--- src/rtl/time_entry_ctrl.sv ---
// Operator front-end for the microwave countdown timer: debounced buttons,
// min/sec setpoint entry with auto-repeat, and start/stop/pause pulse generation.
module time_entry_ctrl #(
    parameter int DEBOUNCE_COUNT = 4,
    parameter int REPEAT_DELAY   = 20,
    parameter int REPEAT_PERIOD  = 8,
    parameter int START_TIMEOUT  = 16
) (
    input  logic       clock,
    input  logic       reset,
    input  logic       btn_up,
    input  logic       btn_down,
    input  logic       btn_mode,
    input  logic       btn_start,
    input  logic       btn_stop,
    input  logic       btn_pause,
    input  logic       done,
    output logic [6:0] min,
    output logic [6:0] sec,
    output logic       start,
    output logic       stop,
    output logic       pause,
    output logic       field_sel,
    output logic       editing
);
    localparam int NB = 6;
    localparam int UP = 0, DN = 1, MD = 2, ST = 3, SP = 4, PS = 5;
    localparam int CW = $clog2(DEBOUNCE_COUNT + 1);
    localparam int RW = $clog2(REPEAT_DELAY + 1);
    localparam int TW = $clog2(START_TIMEOUT + 1);

    typedef enum logic [1:0] {EDIT, ARMED, RUNNING} state_t;

    logic [NB-1:0] raw;
    logic [NB-1:0] sync1_q, sync2_q, lvl_q, lvl_d, prev_q, ready_q, ready_d, press;
    logic [CW-1:0] cnt_q [NB];
    logic [CW-1:0] cnt_d [NB];
    logic          held_up, held_dn;

    assign raw = {btn_pause, btn_stop, btn_start, btn_mode, btn_down, btn_up};

    // A button only counts once its synchronised level has been seen low, so a key
    // held through reset must be released and pressed again.
    always_comb begin
        lvl_d   = lvl_q;
        ready_d = ready_q | ~sync2_q;
        for (int i = 0; i < NB; i++) begin
            cnt_d[i] = '0;
            if (sync2_q[i] != lvl_q[i]) begin
                if (cnt_q[i] == CW'(DEBOUNCE_COUNT - 1))
                    lvl_d[i] = sync2_q[i];
                else
                    cnt_d[i] = cnt_q[i] + CW'(1);
            end
        end
    end

    assign press   = lvl_q & ~prev_q & ready_q;
    assign held_up = lvl_q[UP] & ready_q[UP];
    assign held_dn = lvl_q[DN] & ready_q[DN];

    always_ff @(posedge clock or posedge reset) begin
        if (reset) begin
            sync1_q <= '1;
            sync2_q <= '1;
            lvl_q   <= '0;
            prev_q  <= '0;
            ready_q <= '0;
            for (int i = 0; i < NB; i++) cnt_q[i] <= '0;
        end else begin
            sync1_q <= raw;
            sync2_q <= sync1_q;
            lvl_q   <= lvl_d;
            prev_q  <= lvl_q;
            ready_q <= ready_d;
            for (int i = 0; i < NB; i++) cnt_q[i] <= cnt_d[i];
        end
    end

    logic [RW-1:0] rep_q, rep_d, rep_inc;
    logic          rep_step;

    // After the first repeat the counter reloads so later steps come every REPEAT_PERIOD.
    always_comb begin
        rep_inc  = rep_q + RW'(1);
        rep_d    = '0;
        rep_step = 1'b0;
        if (!(press[UP] || press[DN]) && (held_up || held_dn)) begin
            if (rep_inc == RW'(REPEAT_DELAY)) begin
                rep_step = 1'b1;
                rep_d    = RW'(REPEAT_DELAY - REPEAT_PERIOD);
            end else begin
                rep_d = rep_inc;
            end
        end
    end

    function automatic logic [6:0] step_val(input logic [6:0] v, input logic inc,
                                            input logic [6:0] top);
        if (inc)
            step_val = (v >= top) ? 7'd0 : v + 7'd1;
        else
            step_val = (v == 7'd0) ? top : v - 7'd1;
    endfunction

    state_t        state_q, state_d;
    logic [6:0]    min_q, min_d, sec_q, sec_d;
    logic          start_q, start_d, stop_q, stop_d, pause_q, pause_d;
    logic          field_q, field_d, editing_q, editing_d, seen_q, seen_d;
    logic [TW-1:0] tmo_q, tmo_d, tmo_inc;
    logic          up_ev, dn_ev;

    assign up_ev   = press[UP] | (rep_step & held_up);
    assign dn_ev   = press[DN] | (rep_step & held_dn);
    assign tmo_inc = tmo_q + TW'(1);

    always_comb begin
        state_d = state_q;
        min_d   = min_q;
        sec_d   = sec_q;
        start_d = 1'b0;
        stop_d  = 1'b0;
        pause_d = 1'b0;
        field_d = field_q;
        tmo_d   = '0;
        seen_d  = 1'b0;
        case (state_q)
            EDIT: begin
                if (press[SP]) begin
                    stop_d = 1'b1;
                    min_d  = 7'd0;
                    sec_d  = 7'd0;
                end else begin
                    if (up_ev ^ dn_ev) begin
                        if (field_q) min_d = step_val(min_q, up_ev, 7'd99);
                        else         sec_d = step_val(sec_q, up_ev, 7'd59);
                    end
                    if (press[ST] && (min_q != 7'd0 || sec_q != 7'd0)) begin
                        start_d = 1'b1;
                        state_d = ARMED;
                    end
                end
                if (press[MD]) field_d = ~field_q;
            end
            ARMED: begin
                if (!done)
                    state_d = RUNNING;
                else if (tmo_inc == TW'(START_TIMEOUT))
                    state_d = EDIT;
                else
                    tmo_d = tmo_inc;
            end
            RUNNING: begin
                stop_d  = press[SP];
                start_d = press[ST] & ~press[SP];
                pause_d = press[PS] & ~press[SP] & ~press[ST];
                seen_d  = done;
                if (done && seen_q) state_d = EDIT;
            end
            default: state_d = EDIT;
        endcase
        editing_d = (state_d == EDIT);
    end

    always_ff @(posedge clock or posedge reset) begin
        if (reset) begin
            state_q   <= EDIT;
            min_q     <= '0;
            sec_q     <= '0;
            start_q   <= 1'b0;
            stop_q    <= 1'b0;
            pause_q   <= 1'b0;
            field_q   <= 1'b0;
            editing_q <= 1'b1;
            seen_q    <= 1'b0;
            tmo_q     <= '0;
            rep_q     <= '0;
        end else begin
            state_q   <= state_d;
            min_q     <= min_d;
            sec_q     <= sec_d;
            start_q   <= start_d;
            stop_q    <= stop_d;
            pause_q   <= pause_d;
            field_q   <= field_d;
            editing_q <= editing_d;
            seen_q    <= seen_d;
            tmo_q     <= tmo_d;
            rep_q     <= rep_d;
        end
    end

    assign min       = min_q;
    assign sec       = sec_q;
    assign start     = start_q;
    assign stop      = stop_q;
    assign pause     = pause_q;
    assign field_sel = field_q;
    assign editing   = editing_q;
endmodule

--- config.mk ---
export PLATFORM = sky130hd
export DESIGN_NAME = time_entry_ctrl
export DESIGN_NICKNAME = d
export VERILOG_FILES = /design/src/rtl/time_entry_ctrl.sv
export SDC_FILE = /design/constraint.sdc
export NUM_CORES = 1
export LEC_CHECK = 0
export CAP_MARGIN = 20
export CELL_PAD_IN_SITES_DETAIL_PLACEMENT = 1
export CELL_PAD_IN_SITES_GLOBAL_PLACEMENT = 1
export CORE_UTILIZATION = 47
export CTS_CLUSTER_DIAMETER = 150
export CTS_CLUSTER_SIZE = 8
export DETAILED_ROUTE_END_ITERATION = 12
export GPL_ROUTABILITY_DRIVEN = 1
export HOLD_SLACK_MARGIN = 0.12
export PLACE_DENSITY = 0.8
export SETUP_SLACK_MARGIN = 0.4
export SLEW_MARGIN = 20
export SYNTH_ARGS = -nofsm -noshare
export SYNTH_HDL_FRONTEND = slang
export SYNTH_SLANG_ARGS = --single-unit
--- constraint.sdc ---
create_clock -name clock -period 3.2 [get_ports clock]
set_input_delay 0.64 -clock clock [delete_from_list [all_inputs] [get_ports clock]]
set_output_delay 0.64 -clock clock [all_outputs]
set_load 0.005 [all_outputs]
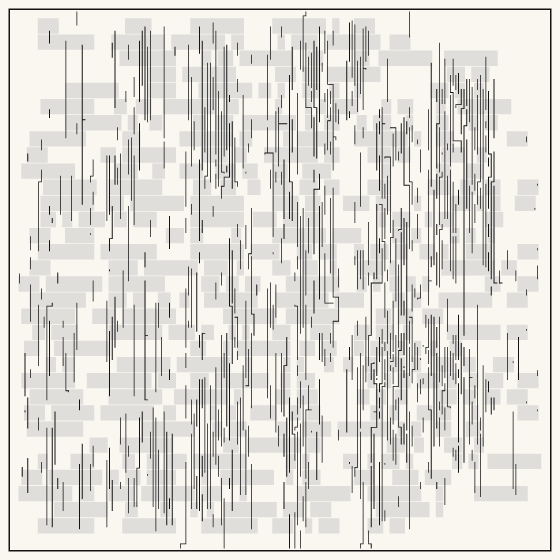
**Above:** metal 2.
Cells faint in the background.
wire length on this layer: 3,980 um
nets with wire on the layer: 346
DRT Wirelength: 7786 um
M2 GR Usage: 0.3617
via count: 2,698

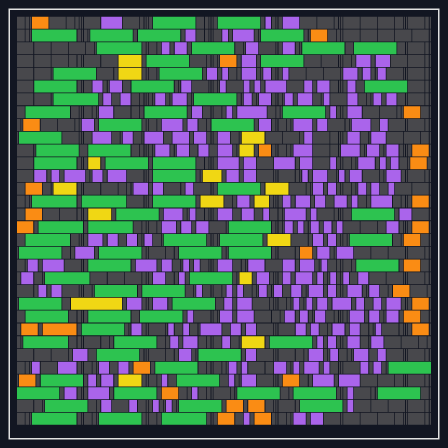
**Above:** cells colored by class.
Fill, decap, tap and diode cells in gray.
[remaining buffers and delay cells] orange | cells: 30 | share of their area: 7.3%
[remaining logic cells] purple | cells: 244 | share of their area: 40%
[registers] green | cells: 80 | share of their area: 48%
[clock drivers and dummy loads] yellow | cells: 16 | share of their area: 5.0%
Design Area, Final: 4334 um2
Util after Layout: 0.5638
Site Rows: 32
CORE AREA: 7687 um2
sequential portion of the cell area: 0.4656

-- final timing paths --
check | start | endpoint | slack [ps] | cells past startpoint
max in group asynchronous | reset | sync2_q[0] | 1790 | 3
min in group asynchronous | reset | state_q[0] | 690 | 2
min reg2reg | sync1_q[1] | sync2_q[1] | 360 | 0
max reg2reg | rep_q[0] | sec[4] | 780 | 6
min | sync1_q[1] | sync2_q[1] | 360 | 0
max | rep_q[0] | sec[4] | 780 | 6
-- layout by cell type (no fill, tap or decap), types with 3 or more instances in the layout --
cell type and count:
mux2_2 7, nand2b_1 7, a31oi_1 4, o211ai_1 3
clkbuf_8 10, nand3_1 5, nor3_1 17, dfrtp_1 67
xor2_1 6, o22a_1 4, inv_1 9, o31ai_1 6
and2_1 6, o21bai_1 4, nand4_1 4, clkdlybuf4s50_1 27
nand2_1 16, dfstp_2 13, nor2b_1 12, xnor2_1 10
o21ai_0 11, nor2_1 24, a21oi_1 11, nand3b_1 6
ha_1 13, a211oi_1 7, nor3b_1 10, and3_1 4
-- per-layer routing --
metal / global-route usage / part of all wire / vias up / wire, um
li1: - / - / 1274 / -
met1: 0.2563 / 0.44 / 1355 / 3448
met2: 0.3617 / 0.51 / 61 / 3984
met3: 0.04104 / 0.035 / 8 / 272
met4: 0.07804 / 0.010 / 0 / 81
met5: 0 / 0 / - / 0
-- critical path: stages, from the launching register on --
cell	delay, ps
dfrtp_1	410
ha_1	270
and4bb_1	280
o211ai_1	510
mux2_2	400
o221a_2	270
o22a_1	190
-- final cells by class --
type	count	area, um2	area share
Timing Repair Buffer	30	305.3	0.07044
Inverter	10	38.79	0.008949
Clock buffer	10	137.6	0.03176
Multi-Input combinational cell	234	1633	0.3767
Sequential cell	80	2018	0.4656
Tap cell	102	127.6	0.02945
Clock inverter	6	73.82	0.01703
-- power by group through the flow --
stage / logic, W / clock network, W / registers [W]
finish: 0.00165 / 0.000787 / 0.00163
global route: 0.00184 / 0.000850 / 0.00167
CTS: 0.00167 / 0.000811 / 0.00163
detailed placement: 0.00166 / 0 / 0.00165
global placement: 0.00160 / 0 / 0.00161
floorplan: 0.00121 / 0 / 0.00152
-- Yosys cell counts, types with 5 or more instances --
master and count:
a211oi_1 7, a21oi_1 11, and2_1 6, clkbuf_1 6
dfrtp_1 67, dfstp_2 13, ha_1 13, inv_1 10
mux2_2 7, nand2_1 16, nand2b_1 7, nand3_1 5
nand3b_1 6, nor2_1 24, nor2b_1 12, nor3_1 17
nor3b_1 10, o21ai_0 11, o31ai_1 6, xnor2_1 10
xor2_1 6
-- state kept, by name, indices dropped and copies added, names as in the netlist --
name	flops
cnt_q	18
min	7
sec	7
lvl_q	6
prev_q	6
ready_q	6
sync1_q	6
sync2_q	6
rep_q	5
tmo_q	5
state_q	2
editing	1
field_sel	1
pause	1
seen_q	1
start	1
stop	1
-- cell families (layout without fill, tap and decap cells) --
group                    after synthesis  count (layout)  share of synthesized area
AND/OR/NAND/NOR                      128             128                     0.1982
buffers and inverters                 20              56                    0.02146
flip-flops                            80              80                     0.5409
multiplexers                           9               9                    0.02649
AND-OR/OR-AND                         68              68                     0.1318
XOR/XNOR                              16              16                    0.03756
adder cells (fa/ha/maj)               13              13                    0.04360
==> results.sh <==
# physical design summary
export IMPL_fmax_mhz=413.5
export IMPL_start_kind="flip-flop"
export IMPL_wire_per_inst_um=16.50
export IMPL_viasPerCell=5.716
export IMPL_skew_ps=18.04
export IMPL_grt_pass1_vias=2849
export IMPL_top_area_frac=0.4494
export IMPL_edf_count=0
export IMPL_slew_viol_final=0
export IMPL_place_hpwl_um=5557
export IMPL_power_switching_w=0.001569
export IMPL_syn_nets=356
export IMPL_grt_overflow_total=0
export IMPL_clk_latency_ps=360
export IMPL_yosysTopAreaCell="dfrtp_1"
export IMPL_dieArea_um2=8299
export IMPL_layout_nets=387
export IMPL_grt_max_degree=43
export IMPL_power_frac_comb=0.406
export IMPL_layout_min_cycle_time_ps=2419
export IMPL_ys_types=56
export IMPL_p_total_w=0.004066
export IMPL_firstDrtPassIters=4
export IMPL_initial_utilization=0.4854
export IMPL_fin_setup_tns_ps=0
export IMPL_yosysWarnings=0
export IMPL_ys_area_um2=3731
export IMPL_cts_inserted_buffers=9
export IMPL_setup_viol=0
export IMPL_worst_slack_ps=781.5
export IMPL_power_internal_w=0.002497
export IMPL_worstMarginPinSlew_ps=955.5
export IMPL_die_h_um=91.10
export IMPL_drt_iter0_markers=153
export IMPL_cts_resized_gates=0
export IMPL_outcome="completed"
export IMPL_dp_cells=456
export IMPL_place_gp_congestion=0.8728
export IMPL_tool_warnings=29
export IMPL_synthArstFlopShare=1.000
export IMPL_syn_cell_area_um2=3731
export IMPL_ios=28
export IMPL_cts_htree_levels=3
export IMPL_power_frac_seq=0.400
export IMPL_cts_tree="built"
export IMPL_hold_viol_final=0
export IMPL_cts_setup_buffers=0
export IMPL_cp_required_ps=3440
export IMPL_topCellsByArea="dfrtp_1 (45%), dfstp_2 (9.2%), ha_1 (4.4%), nor2_1 (2.4%), xnor2_1 (2.3%)"
export IMPL_critical_path_class="reg2reg"
export IMPL_final_period_utilization=0.7558
export IMPL_grt_total_usage=0.2082
export IMPL_clk_pin_slew_worst_paths_ps=80
export IMPL_clock_sinks=80
export IMPL_netSwitchingFraction=0.3858
export IMPL_grt_setup_unrepaired="no"
export IMPL_syn_instance_count=334
export IMPL_antennaDiodeCount=0
export IMPL_synth_seq_share=0.5409
export IMPL_ir_drop_uv=444.9
export IMPL_fillers=847
export IMPL_worstPathArrival_ps=2660
Power and IR drop assume default switching activity.
